Design phy_read_mode_flat, sky130hd; sources not shown.
Figure 1. I/O pins on the die edge.
(1 px per micron) Pins as bars across the die edge, other pins in gray.
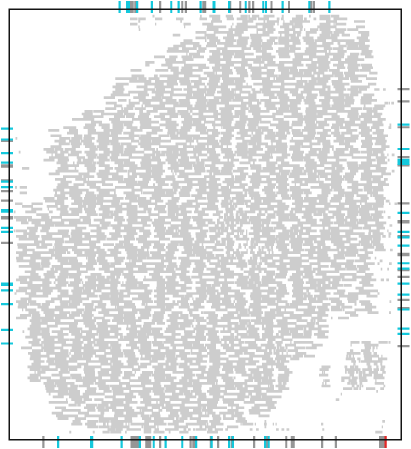
| color | port | pins | direction | edge |
|---|---|---|---|---|
| cyan | `indata` | 64 | input | 17 right, 17 top, 16 left, 14 bottom |
| red | `dqsErr` | 1 | output | bottom |
all pins by edge: 47 bottom, 35 top, 33 right, 25 left
Chip Height: 429 microns
quantity of I/O buffers inserted on ports: 139
die width: 391 microns

Figure 2. Placed standard cells.
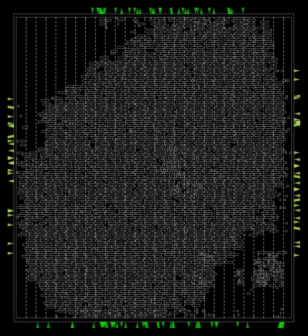
share of the final layout cell area in sequential cells: 68.5%
Well Taps: 2106
core box area: 161000 sq um
total number of placement rows: 154
number of fillers in the final layout: 11400

Figure 3. Wires at chosen ports, followed through buffers.
(1 px per micron)
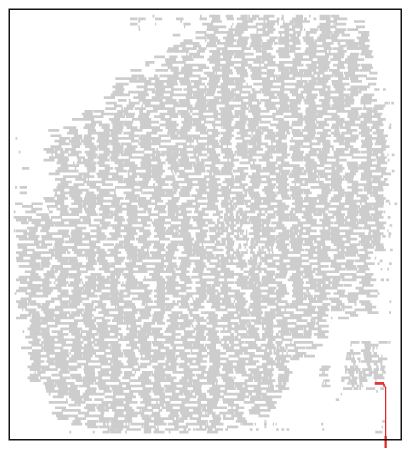
| color | port | direction | edge | end cells | buffers | wire |
|---|---|---|---|---|---|---|
| red | `dqsErr` | output | bottom | 1 | 1 | 55.4 microns |
count of pins on the block boundary: 140

==> out/notes.md <==
- **number of logic stages on the critical path including buffering** 6
- **routability congestion estimate from global placement** 0.727
- **via density per instance** 6.28
- **number of nets in the synthesized netlist** 3319
- **final cell utilization of the core** 56.6%
- **Worst Setup Slack, final** 0.293 ns
- **combined buffer and inverter count along the critical path** 2
- **cell family contributing the most delay on the critical path** multiplexers
- **number of maximum-capacitance violations** 0
- **fraction of registers with async set or reset after synthesis** 1.68%
- **instance count of the mapped netlist** 3232
- **DR WL met2** 94100 microns
- **cell area after technology mapping** 79700 sq um
- **multi-input gates** 966
- **area fraction of clock buffers and clock inverters** 6.95%
- **overall overflow remaining after global route** 0
- **yosys stat area** 79700 sq um
- **Final Max-Slew Violation Tally** 0
- **outcome** finished, final reports clean
- **Power Clock** 13.5 mW
- **Non-clock inverters** 14
Power and IR drop assume default switching activity.
